**config.mk**
```make
export PLATFORM = sky130hd
export DESIGN_NAME = cordic_vector_12b
export DESIGN_NICKNAME = d
export VERILOG_FILES = /design/src/rtl/cordic_vector_12b.sv
export SDC_FILE = /design/constraint.sdc
export NUM_CORES = 1
export LEC_CHECK = 0
export ABC_AREA = 1
export CAP_MARGIN = 0
export CORE_UTILIZATION = 56
export DETAILED_ROUTE_END_ITERATION = 7
export PLACE_DENSITY_LB_ADDON = 0.25
export SYNTH_ARGS = -nofsm -noshare
export SYNTH_HDL_FRONTEND = slang
export SYNTH_SLANG_ARGS = --single-unit
```
**constraint.sdc**
```tcl
create_clock -name clock -period 5 [get_ports clock]
set_input_delay 1.25 -clock clock [delete_from_list [all_inputs] [get_ports clock]]
set_output_delay 1.25 -clock clock [all_outputs]
set_load 0.1 [all_outputs]
```
**src/rtl/cordic_vector_12b.sv**
```systemverilog
// Iterative CORDIC vectoring engine: (x, y) -> (angle, magnitude), one micro-rotation per clock.
// Define GAIN_COMP_EN to add a COMP state that divides out the CORDIC gain before the magnitude is saturated.
module cordic_vector_12b #(
    parameter int WIDTH = 12,
    parameter int ITER  = 12
) (
    input  logic               clock,
    input  logic               resetn,
    input  logic               in_valid,
    output logic               in_ready,
    input  logic [WIDTH-1:0]   x_in,
    input  logic [WIDTH-1:0]   y_in,
    output logic               out_valid,
    input  logic               out_ready,
    output logic [WIDTH-1:0]   angle,
    output logic [WIDTH:0]     mag
);

    localparam int XW = WIDTH + 3;
    localparam logic signed [XW-1:0] MAG_MAX = {2'b00, {(WIDTH+1){1'b1}}};

`ifdef GAIN_COMP_EN
    typedef enum logic [2:0] {IDLE, PRE, RUN, COMP, DONE} state_t;
`else
    typedef enum logic [2:0] {IDLE, PRE, RUN, DONE} state_t;
`endif

    state_t                r_state;
    logic signed [XW-1:0]  r_x;
    logic signed [XW-1:0]  r_y;
    logic [WIDTH-1:0]      r_z;
    logic [4:0]            r_i;
    logic                  r_zero;
    logic                  r_inReady;
    logic                  r_outValid;
    logic [WIDTH-1:0]      r_angle;
    logic [WIDTH:0]        r_mag;

    logic signed [XW-1:0]  w_xShift;
    logic signed [XW-1:0]  w_yShift;
    logic signed [XW-1:0]  w_xNext;
    logic signed [XW-1:0]  w_yNext;
    logic [WIDTH-1:0]      w_zNext;
    logic [WIDTH-1:0]      w_atan;
    logic                  w_lastIter;

    // Arctangents held as 32-bit fractions of a full turn, rescaled to WIDTH bits with rounding.
    function automatic logic [WIDTH-1:0] atanLut(input logic [4:0] idx);
        logic [31:0] a32;
        case (idx)
            5'd0:    a32 = 32'h2000_0000;
            5'd1:    a32 = 32'h12E4_051E;
            5'd2:    a32 = 32'h09FB_385B;
            5'd3:    a32 = 32'h0511_11D4;
            5'd4:    a32 = 32'h028B_0D43;
            5'd5:    a32 = 32'h0145_D7E1;
            5'd6:    a32 = 32'h00A2_F61E;
            5'd7:    a32 = 32'h0051_7C55;
            5'd8:    a32 = 32'h0028_BE53;
            5'd9:    a32 = 32'h0014_5F2F;
            5'd10:   a32 = 32'h000A_2F98;
            5'd11:   a32 = 32'h0005_17CC;
            5'd12:   a32 = 32'h0002_8BE6;
            5'd13:   a32 = 32'h0001_45F3;
            5'd14:   a32 = 32'h0000_A2FA;
            5'd15:   a32 = 32'h0000_517D;
            default: a32 = 32'd683565276 >> idx;
        endcase
        return WIDTH'((({32'd0, a32} << WIDTH) + 64'h0000_0000_8000_0000) >> 32);
    endfunction

    // Negative values cannot occur after PRE folds the vector into the right half-plane; clamp anyway.
    function automatic logic [WIDTH:0] satMag(input logic signed [XW-1:0] v);
        if (v < 0)
            return '0;
        else if (v > MAG_MAX)
            return {(WIDTH+1){1'b1}};
        else
            return v[WIDTH:0];
    endfunction

`ifdef GAIN_COMP_EN
    function automatic logic signed [XW-1:0] gainComp(input logic signed [XW-1:0] v);
        return (v >>> 1) + (v >>> 3) - (v >>> 6) - (v >>> 9);
    endfunction
`endif

    always_comb begin
        w_atan     = atanLut(r_i);
        w_xShift   = r_x >>> r_i;
        w_yShift   = r_y >>> r_i;
        w_lastIter = (r_i == 5'(ITER - 1));
        if (!r_y[XW-1]) begin
            w_xNext = r_x + w_yShift;
            w_yNext = r_y - w_xShift;
            w_zNext = r_z + w_atan;
        end else begin
            w_xNext = r_x - w_yShift;
            w_yNext = r_y + w_xShift;
            w_zNext = r_z - w_atan;
        end
    end

    always_ff @(posedge clock) begin
        if (!resetn) begin
            r_state    <= IDLE;
            r_x        <= '0;
            r_y        <= '0;
            r_z        <= '0;
            r_i        <= '0;
            r_zero     <= 1'b0;
            r_inReady  <= 1'b0;
            r_outValid <= 1'b0;
            r_angle    <= '0;
            r_mag      <= '0;
        end else begin
            case (r_state)
                IDLE: begin
                    r_inReady <= 1'b1;
                    if (in_valid && r_inReady) begin
                        r_x       <= {{3{x_in[WIDTH-1]}}, x_in};
                        r_y       <= {{3{y_in[WIDTH-1]}}, y_in};
                        r_zero    <= (x_in == '0) && (y_in == '0);
                        r_inReady <= 1'b0;
                        r_state   <= PRE;
                    end
                end
                PRE: begin
                    if (r_x[XW-1]) begin
                        r_x <= -r_x;
                        r_y <= -r_y;
                        r_z <= {1'b1, {(WIDTH-1){1'b0}}};
                    end else begin
                        r_z <= '0;
                    end
                    r_i     <= '0;
                    r_state <= RUN;
                end
                RUN: begin
                    r_x <= w_xNext;
                    r_y <= w_yNext;
                    r_z <= w_zNext;
                    r_i <= r_i + 5'd1;
                    if (w_lastIter) begin
`ifdef GAIN_COMP_EN
                        r_state <= COMP;
`else
                        r_angle    <= r_zero ? '0 : w_zNext;
                        r_mag      <= r_zero ? '0 : satMag(w_xNext);
                        r_outValid <= 1'b1;
                        r_state    <= DONE;
`endif
                    end
                end
`ifdef GAIN_COMP_EN
                COMP: begin
                    r_angle    <= r_zero ? '0 : r_z;
                    r_mag      <= r_zero ? '0 : satMag(gainComp(r_x));
                    r_outValid <= 1'b1;
                    r_state    <= DONE;
                end
`endif
                DONE: begin
                    if (out_ready) begin
                        r_outValid <= 1'b0;
                        r_inReady  <= 1'b1;
                        r_state    <= IDLE;
                    end
                end
                default: r_state <= IDLE;
            endcase
        end
    end

    assign in_ready  = r_inReady;
    assign out_valid = r_outValid;
    assign angle     = r_angle;
    assign mag       = r_mag;

endmodule

```
Clock routing:
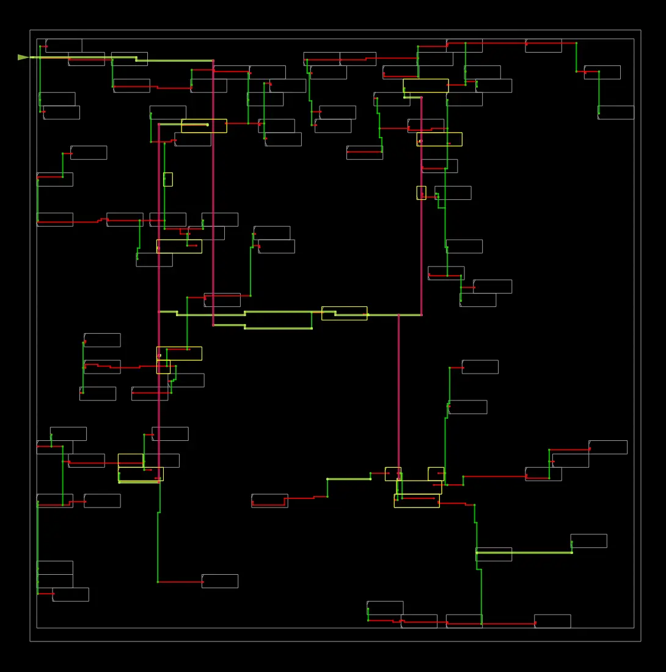
flip-flops: 77
Clock Sinks: 77

Signal wires on met3:
Scale: 4 px per µm. Cells faint in the background.
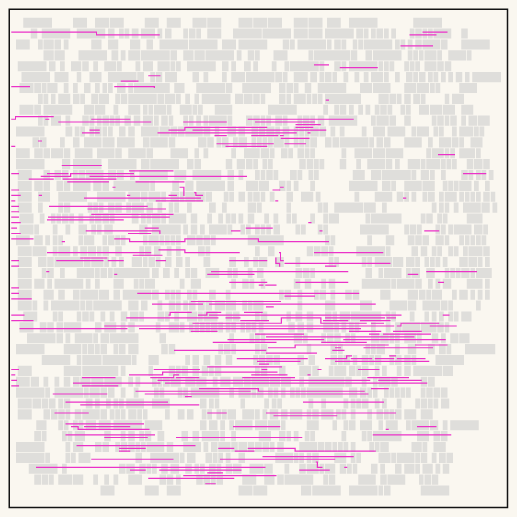
The layer holds 11% of the routed length. The longest straight run is 72.2 µm.

Clock distribution:
Scale: 3 px per µm.
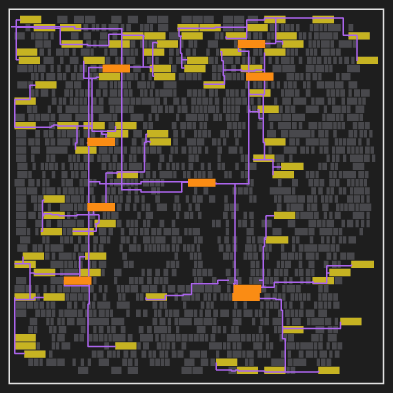
Orange marks clock drivers, count 9. Purple marks clock wires, length 1200 µm. Yellow marks flip-flops, count 77.
There are 10 routed clock nets. Position of the flops: spread over the die.

==> metrics.yaml <==
outcome:
  status: "finished, final reports clean"
timing:
  worst_pin_slew_ps: 990
  rsz0062_at_grt: "true"
  finalClockSkew_ps: 10.1
  slew_headroom_pct: 33.8
  fmax_ghz: 0.218
  setup_violations: 0
  hold_viol: 0
  setup_ws_ps: 422
  period_needed_ps: 4580
  slew_violations: 0
pwr:
  p_int_mw: 3.00
  power.share.switching_pct: 58.0
  p_leak_nw: 4.31
  netSwitchingPower_mw: 4.14
  power.share.sequential_pct: 12.1
  power_density_nw_per_um2: 767
  ir_drop_uv: 465
  power_frac_comb_pct: 79.2
routing:
  drtIter0Drc: 953
  wl_per_cell_um: 16.6
  wirelength_um: 26900
  antenna_left: 0
  via_count: 9537
  first_pass_iters: 6
die:
  coreArea_um2: 14500
  die_w_um: 124
  initCoreUtil_pct: 57.5
  rows: 44
  chip_area_um2: 15400
  ios: 55
cts:
  postCtsHoldBufs: 0
  clk_path_buf_depth: 2
  clk_latency_ps: 350
  clk_pin_slew_worst_paths_ps: 60
  post_cts_resized: 0
  post_cts_buffers: 0
  cts_tree: "done"
  cts_root_buf: "clkbuf_16"
  cts_max_level: 3
synthesis:
  syn_area_per_cell_um2: 5.96
  edf_count: 0
  synthesis.area_um2: 8360
  ys_cells: 1403
  synth.largest_area_cell: "dfxtp_1"
  top_cell: "nand2_1"
  synth-main-ff-cell: "dfxtp_1"
  fp_nets: 1490
  netlist_instances: 1403
  ys_async_sr_fraction_pct: 0
  yosysUniqueCellTypes: 54
  ys_seq_share_pct: 18.4
  numSynthFlops: 77
worst_setup_path:
  cpPeakStageDelay_ps: 430
  worstReg2RegEnd: "angle[10]"
  r2r_setup_slack_ps: 420
  worst_ep_arrival_time_ps: 4860
  critPathRequiredTime_ps: 5280
  rr_worst_depth: 32
  startpoint_type: "flip-flop"
  cp-endpoint: "angle[10]"
  path_max_fanout: 32
  critical_path_class: "flip-flop to flip-flop"
  path_common_cell: "nand2_1"
  crit_slowest_cell: "fa_1"
grt:
  grt_pass1_vias: 8904
  grt_antenna_before_repair: 0
  grt_first_pass_wirelength_um: 44100
  grt_use_total_pct: 35.2
placed_design:
  post-place-ws_ps: 40.6
  io_buffers: 54
  hpwlAfterDp_um: 20500
layout:
  area_growth_pct: 11.5
  flop_area_um2: 1550
  logic_area_um2: 5980
  drive_above_1_share_pct: 6.05
  fillers: 1460
  antenna_cells: 0
job:
  warning_count: 35
  maxCapViolations: 0
min_path:
  hold_class: "flip-flop to flip-flop"
[how the worst min path moves through the flow]
| stage | endpoint |
|---|---|
| final | mag[4] |
| after global routing | r_z[7] |
| after CTS | mag[4] |
| after detailed placement | mag[0] |
| after global placement | mag[4] |
| after floorplan | r_z[10] |
[power by group through the flow]
stage / Clock, mW / Sequential [mW] / Combinational, mW
6_report: 0.626 / 0.862 / 5.66
2_1_floorplan: 0 / 0.850 / 4.25
3_5_place_dp: 0 / 0.867 / 5.47
3_3_place_gp: 0 / 0.867 / 5.46
5_1_grt: 0.657 / 0.873 / 6.35
4_1_cts: 0.634 / 0.856 / 5.53
[routing by layer]
layer / GRT usage (%) / share of wire, %
met1: 47.6 / 44
met2: 52.9 / 43
met3: 8.62 / 11
met4: 15.0 / 3.2
met5: 0 / 0
[kinds of logic (layout without fill, tap and decap cells)]
group           Yosys count  count (layout)  synth area share, %
fa+ha+maj                59              59                 9.09
xor+xnor                 49              49                 5.13
compound gates          322             322                 21.9
mux                       3               3                0.374
simple gates            684             684                 34.8
flops                    77              77                 18.4
buf+inv                 209             243                 10.3
[critical path, delay by kind of cell, from the launching register on]
family                   cells  cell delay (ps)
adder cells (fa/ha/maj)      5             1340
XOR/XNOR                     1              240
flip-flops                   1              380
buffers and inverters        5              450
AND/OR/NAND/NOR             14             1090
AND-OR/OR-AND                7              990
[sequential cells by signal (all words and copies together), names as in the netlist]
| name | count |
|---|---|
| r_i | 5 |
| in_ready | 1 |
| mag | 13 |
| r_y | 15 |
| r_z | 12 |
| r_x | 15 |
| out_valid | 1 |
| r_zero | 1 |
| angle | 12 |
| r_state | 2 |
[cells in the final DEF, fill, tap and decap left out, drive strengths merged, types with 2 or more instances in the layout]
cell	count
nand2	408
inv	146
a21oi	126
nor2	117
o21ai	111
nand3	107
dfxtp	77
ha	56
clkdlybuf4s50	54
xor2	34
o211ai	33
buf	23
nand4	19
xnor2	15
nor3	15
a31oi	14
clkbuf	10
clkinv	9
nor4	8
or2	7
o31ai	4
a211oi	4
a221oi	4
o22ai	4
a2bb2oi	3
fa	3
mux2i	2
o2111ai	2
o221ai	2
o21bai	2
a21boi	2
o21a	2
nand3b	2
a311oi	2
[metrics by stage]
stage / hold slack [ps] / power [mW] / setup TNS [ps] / cell area [µm²] / instances
6_report: 465 / 7.15 / 0 / 9320 / 1621
5_1_grt: 482 / 7.88 / -92.1 / 9320 / 1621
4_1_cts: 469 / 7.02 / 0 / 9290 / 1621
3_5_place_dp: 458 / 6.34 / 0 / 9020 / 1606
3_3_place_gp: 453 / 6.32 / 0 / 9020 / 1606
2_1_floorplan: 450 / 5.10 / 0 / 8360 / 1403
[area by class of cell]
cell class                 instances  area share, %
tap                              184           2.47
sequential                        77           16.6
timing repair buffer              77           7.78
clock inverter                     5          0.376
clock buffer                      10           2.56
multi-input combinational       1117           64.1
inverter                         151           6.13
Power and IR drop assume default switching activity.
